Figure 1. Nets reached from selected ports.
Drawn at 3 px/um.
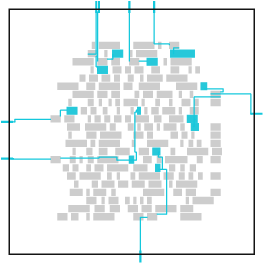
Figure 2. Cell placement.
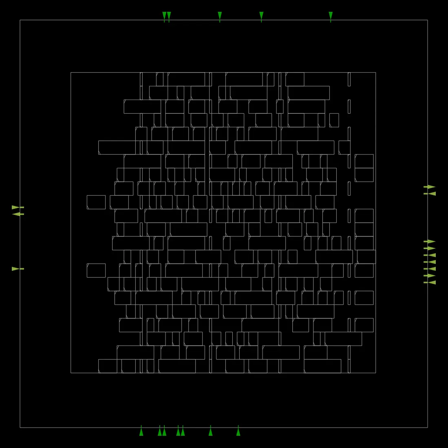
Figure 3. Cell sizes after repair.
Drawn at 6 px/um.
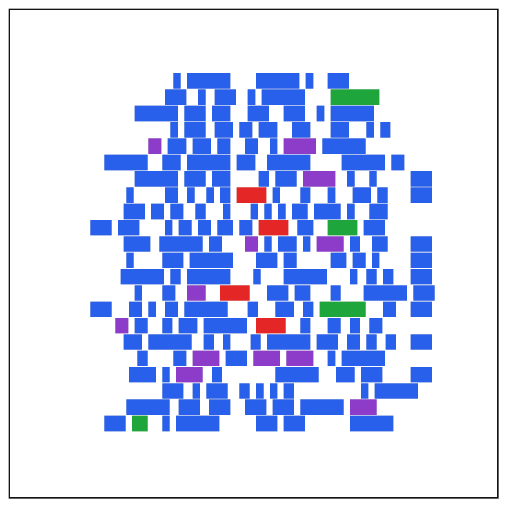
Figure 4. Routed metal, one colour a layer.
Drawn at 6 px/um. Two of the layers only.
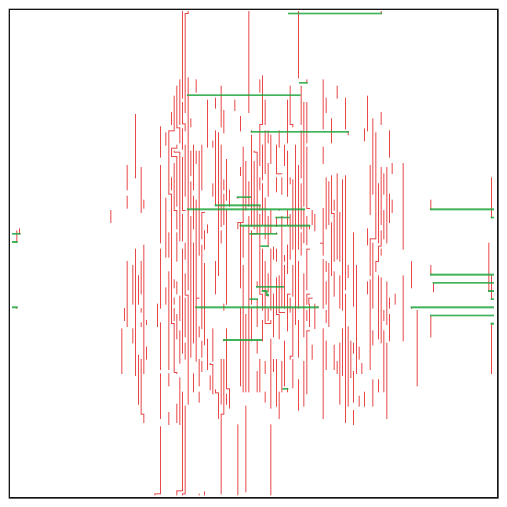
--- src/rtl/byte_serializer_pkg.sv ---
// Shared defaults and state type for the MSB-first byte serializer.
package byte_serializer_pkg;

   localparam int DATA_W_DEF = 8;
   localparam int DIV_W_DEF  = 8;

   typedef enum logic {
      IDLE  = 1'b0,
      SHIFT = 1'b1
   } ser_state_t;

endpackage

--- src/rtl/ser_bit_timer.sv ---
// Bit-period down-counter: loads a period, counts down to zero, flags zero.
module ser_bit_timer #(
   parameter int DIV_W = 8
) (
   input  logic             clk,
   input  logic             rst,
   input  logic             load,
   input  logic [DIV_W-1:0] load_val,
   input  logic             dec,
   output logic [DIV_W-1:0] cnt,
   output logic             zero
);

   logic [DIV_W-1:0] cnt_reg;

   // A load always wins over a decrement; the count never wraps below zero.
   always_ff @(posedge clk) begin
      if (rst) begin
         cnt_reg <= '0;
      end else if (load) begin
         cnt_reg <= load_val;
      end else if (dec && (cnt_reg != '0)) begin
         cnt_reg <= cnt_reg - DIV_W'(1);
      end
   end

   assign cnt  = cnt_reg;
   assign zero = (cnt_reg == '0);

endmodule

--- src/rtl/byte_serializer.sv ---
// Parallel-to-serial shifter, MSB first, with a programmable bit period and back-to-back frames.
module byte_serializer
   import byte_serializer_pkg::*;
#(
   parameter int DATA_W = DATA_W_DEF,
   parameter int DIV_W  = DIV_W_DEF
) (
   input  logic              clk,
   input  logic              rst,
   input  logic [DATA_W-1:0] data_in,
   input  logic              data_valid,
   output logic              data_ready,
   input  logic [DIV_W-1:0]  div,
   output logic              ser_out,
   output logic              ser_valid,
   output logic              bit_strobe,
   output logic              frame_done
);

   localparam int IDX_W = (DATA_W > 1) ? $clog2(DATA_W) : 1;

   ser_state_t        state_reg, state_next;
   logic [DATA_W-1:0] shreg_reg, shreg_next;
   logic [DIV_W-1:0]  div_q_reg, div_q_next;
   logic [IDX_W-1:0]  bit_idx_reg, bit_idx_next;

   logic [DIV_W-1:0]  cnt;
   logic              cnt_zero;
   logic              timer_load;
   logic              timer_dec;
   logic [DIV_W-1:0]  timer_val;
   logic              last_cycle;
   logic              accept;

   ser_bit_timer #(
      .DIV_W (DIV_W)
   ) u_timer (
      .clk      (clk),
      .rst      (rst),
      .load     (timer_load),
      .load_val (timer_val),
      .dec      (timer_dec),
      .cnt      (cnt),
      .zero     (cnt_zero)
   );

   // Final cycle of bit 0: the only SHIFT cycle where a new word may be taken.
   assign last_cycle = (state_reg == SHIFT) && cnt_zero && (bit_idx_reg == '0);
   assign data_ready = (state_reg == IDLE) || last_cycle;
   assign accept     = data_valid && data_ready;

   always_comb begin
      state_next   = state_reg;
      shreg_next   = shreg_reg;
      div_q_next   = div_q_reg;
      bit_idx_next = bit_idx_reg;
      timer_load   = 1'b0;
      timer_dec    = 1'b0;
      timer_val    = div_q_reg;

      if (accept) begin
         // Same load path whether starting from IDLE or chaining frames.
         state_next   = SHIFT;
         shreg_next   = data_in;
         div_q_next   = div;
         bit_idx_next = IDX_W'(DATA_W - 1);
         timer_load   = 1'b1;
         timer_val    = div;
      end else if (state_reg == SHIFT) begin
         if (!cnt_zero) begin
            timer_dec = 1'b1;
         end else if (bit_idx_reg != '0) begin
            shreg_next   = {shreg_reg[DATA_W-2:0], 1'b0};
            bit_idx_next = bit_idx_reg - IDX_W'(1);
            timer_load   = 1'b1;
            timer_val    = div_q_reg;
         end else begin
            state_next = IDLE;
         end
      end
   end

   always_ff @(posedge clk) begin
      if (rst) begin
         state_reg   <= IDLE;
         shreg_reg   <= '0;
         div_q_reg   <= '0;
         bit_idx_reg <= '0;
      end else begin
         state_reg   <= state_next;
         shreg_reg   <= shreg_next;
         div_q_reg   <= div_q_next;
         bit_idx_reg <= bit_idx_next;
      end
   end

   assign ser_valid  = (state_reg == SHIFT);
   assign ser_out    = ser_valid && shreg_reg[DATA_W-1];
   assign bit_strobe = ser_valid && (cnt == div_q_reg);
   assign frame_done = last_cycle;

endmodule

--- config.mk ---
export PLATFORM = sky130hd
export DESIGN_NAME = byte_serializer
export DESIGN_NICKNAME = d
export VERILOG_FILES = /design/src/rtl/byte_serializer_pkg.sv /design/src/rtl/ser_bit_timer.sv /design/src/rtl/byte_serializer.sv
export SDC_FILE = /design/constraint.sdc
export NUM_CORES = 1
export LEC_CHECK = 0
export CAP_MARGIN = 20
export CELL_PAD_IN_SITES_DETAIL_PLACEMENT = 1
export CELL_PAD_IN_SITES_GLOBAL_PLACEMENT = 1
export CORE_MARGIN = 10
export CORE_UTILIZATION = 43
export DETAILED_ROUTE_END_ITERATION = 7
export MAX_ROUTING_LAYER = met4
export PLACE_DENSITY = 0.9
export REMOVE_ABC_BUFFERS = 1
export SLEW_MARGIN = 20
export SYNTH_ARGS = -nofsm -noshare
export SYNTH_HDL_FRONTEND = slang
export SYNTH_SLANG_ARGS = --single-unit
--- constraint.sdc ---
create_clock -name clk -period 4.8 [get_ports clk]
set_input_delay 0.96 -clock clk [delete_from_list [all_inputs] [get_ports clk]]
set_output_delay 0.96 -clock clk [all_outputs]
set_load 0.01 [all_outputs]
==> results.txt <==
On the backend side, the flow ran end to end.

The pin count of the biggest net entering global routing stands at 29. The post-detailed-placement half-perimeter wirelength stands at 3.16 mm. The final sum of negative setup slack stands at 0 ns. The floorplan step set the die width to 81.2 um.

The endpoint of the worst hold path is reported as div_q_reg[0]. The script extracted a total leakage power of 0.726 nW. STA puts the critical path data arrival time at 2.70 ns.

Per Yosys stat, the portion of area used by sequential elements is 34.8%. The layout multi-input combinational cell count stands at 131. The routed design uses around 2.3 mm of met2 wire. The routability congestion estimate stands at 0.964.

The total number of placement rows stands at 22. After layout, the minimum clock period comes to 3.66 ns. The remaining global-route overflow stands at 0. The run finished with clean final reports. Summing all placed instances gives a cell area of approximately 0.0018 mm2. The critical path data required time stands at 3.84 ns.

Counting the inverters off the clock network in the layout gives 8. The worst register-to-register path begins at u_timer.cnt[0]. The worst VDD IR drop from the latest analysis is about 0.13 mV. Summing all non-filler instances in the final layout gives an area of 0.00188 mm2. Of the total standard cell area in the layout, the multi-input combinational portion is around half. The number of different library cells used by synthesis comes to 46.

The number of nets in the layout stands at between 200 and 250. The count of nets left with antenna violations once routing finished came out at 0. In the final layout, the share of cells above drive strength 1 is 10.3%. The number of cells traversed by the worst register-to-register path stands at 6. The synthesis report names the predominant flop master as sky130_fd_sc_hd__dfxtp_1. Across the run, the number of max-cap violations was 0. The worst setup path is of the register to output pin kind. By area, the combinational part of the netlist is dominated by AND-OR/OR-AND gates. Clock latency on the worst-skew pair, taken at its later pin, is 0.28 ns. Looking at the reg2reg group, the worst path ends at u_timer.cnt[4]. The top cell types in the final layout, fill and taps aside, are sky130_fd_sc_hd__dfxtp_1 (28), sky130_fd_sc_hd__clkdlybuf4s50_1 (23), sky130_fd_sc_hd__nor2_1 (15). The number of placed instances, taps included, is 239. Dividing total power by cell area gives a power density of 416 mW/mm2. The via count of the first global-routing pass was 1599. Yosys printed 0 warnings. The wire length on met1 stands at 2.03 mm.

Timing analysis after detailed placement gives a worst setup slack of 1.49 ns. The CTS log lists the clock sinks for this run as 28. The final timing report lists clock skew as 0.00722 ns. The post-synth count of flops with an enable pin is 0. For reference, full adder, half adder and majority cells occupy under 10% of the area reported after synthesis. TritonCTS built the clock tree. For this run, the share of the core covered by cells in the final layout is between 50% and 60%. The per-instance average area after synthesis stands at 8.94 um2. The number of buffers other than clock buffers in the final layout stands at 24. The footprint of the flip-flops and latches stands at 561 um2.

After floorplanning, the core was sized to cover 0.00363 mm2. The post-CTS resize count stands at 0. Compared with the post-synthesis result, the final layout area differs by 17.0%. The average wire length per cell after detail routing stands at 18.9 um. Signal nets in the final route climb as high as met4. The final timing report lists a max-slew violation count of 0. For this design, Yosys synthesis ends with a cell count of 180.

The fraction of the mapped netlist area in simple logic gates stands at 20.4%. Global routing put the most usage on met2. The met3 routing resource usage after global routing stands at 1.32%. The pre-antenna-repair detailed-routing pass consisted of 4 iterations. The final timing summary puts the cycle share of the worst path at 76.3%. The startpoint identified for the worst hold timing path is div_q_reg[0]. The number of remaining DRC errors stands at 0. In this build the clock could be raised as far as around 270 MHz. Ranked by total area, the top cell class in this layout is combinational gates.
## Picture notes: Figure 1
[div] cyan | direction: input | edge: 4 north, 2 west, 1 east, 1 south | end cells: 12 | buffers: 8 | wire: 250 um
Top-Level Pins: 24
quantity of I/O buffers inserted on ports: 23

## Picture notes: Figure 2
FILL cells: 440
Tapcell Cnt: 48

## Picture notes: Figure 3
[_2 cells] purple | cells: 12 | share: 6.2% | most used: a211oi_2
[_6 and larger] red | cells: 4 | share: 2.1% | most used: clkbuf_8
[_0 and _1 cells] blue | cells: 175 | share: 90% | most used: dfxtp_1
[_3 and _4 cells] green | cells: 4 | share: 2.1%

## Picture notes: Figure 4
[metal 2] red | wire length: 2290 um
[metal 3] green | wire length: 192 um

## Yosys cell counts, types with 2 or more instances
cell type                   n  share of area, %
sky130_fd_sc_hd__a211oi_2   5               3.9
sky130_fd_sc_hd__a21oi_1    9               2.8
sky130_fd_sc_hd__a31oi_1    5               1.9
sky130_fd_sc_hd__and2_1     3               1.2
sky130_fd_sc_hd__buf_6      4               2.8
sky130_fd_sc_hd__clkbuf_1   7               1.6
sky130_fd_sc_hd__dfxtp_1   28                35
sky130_fd_sc_hd__ha_1       3               2.3
sky130_fd_sc_hd__inv_1      8               1.9
sky130_fd_sc_hd__mux2i_1   12               7.5
sky130_fd_sc_hd__nand2_1   14               3.3
sky130_fd_sc_hd__nand2b_1   4               1.6
sky130_fd_sc_hd__nand3_1    8               2.5
sky130_fd_sc_hd__nand4_1    3               1.2
sky130_fd_sc_hd__nor2_1    15               3.5
sky130_fd_sc_hd__nor3_1     3              0.93
sky130_fd_sc_hd__nor4_1     2              0.78
sky130_fd_sc_hd__o21ai_0    4               1.2
sky130_fd_sc_hd__o221ai_1   3               1.6
sky130_fd_sc_hd__o31ai_1    3               1.4
sky130_fd_sc_hd__or2_2      3               1.2
sky130_fd_sc_hd__or3_1      3               1.2
sky130_fd_sc_hd__xnor2_1    8               4.4
## worst max-delay path, stage by stage, from the launching register on
cell and delay (ns):
sky130_fd_sc_hd__dfxtp_1 0.38, sky130_fd_sc_hd__inv_1 0.08, sky130_fd_sc_hd__ha_1 0.17, sky130_fd_sc_hd__or4b_4 0.52, sky130_fd_sc_hd__o31ai_2 0.61, sky130_fd_sc_hd__clkdlybuf4s50_1 0.67
## where the power goes
group          internal (W)  switching [W]
sequential         0.000269      0.0000487
combinational      0.000138       0.000177
clock             0.0000736      0.0000768
total              0.000480       0.000303
Power figures rest on the tool's default switching activity, not on a simulated workload.
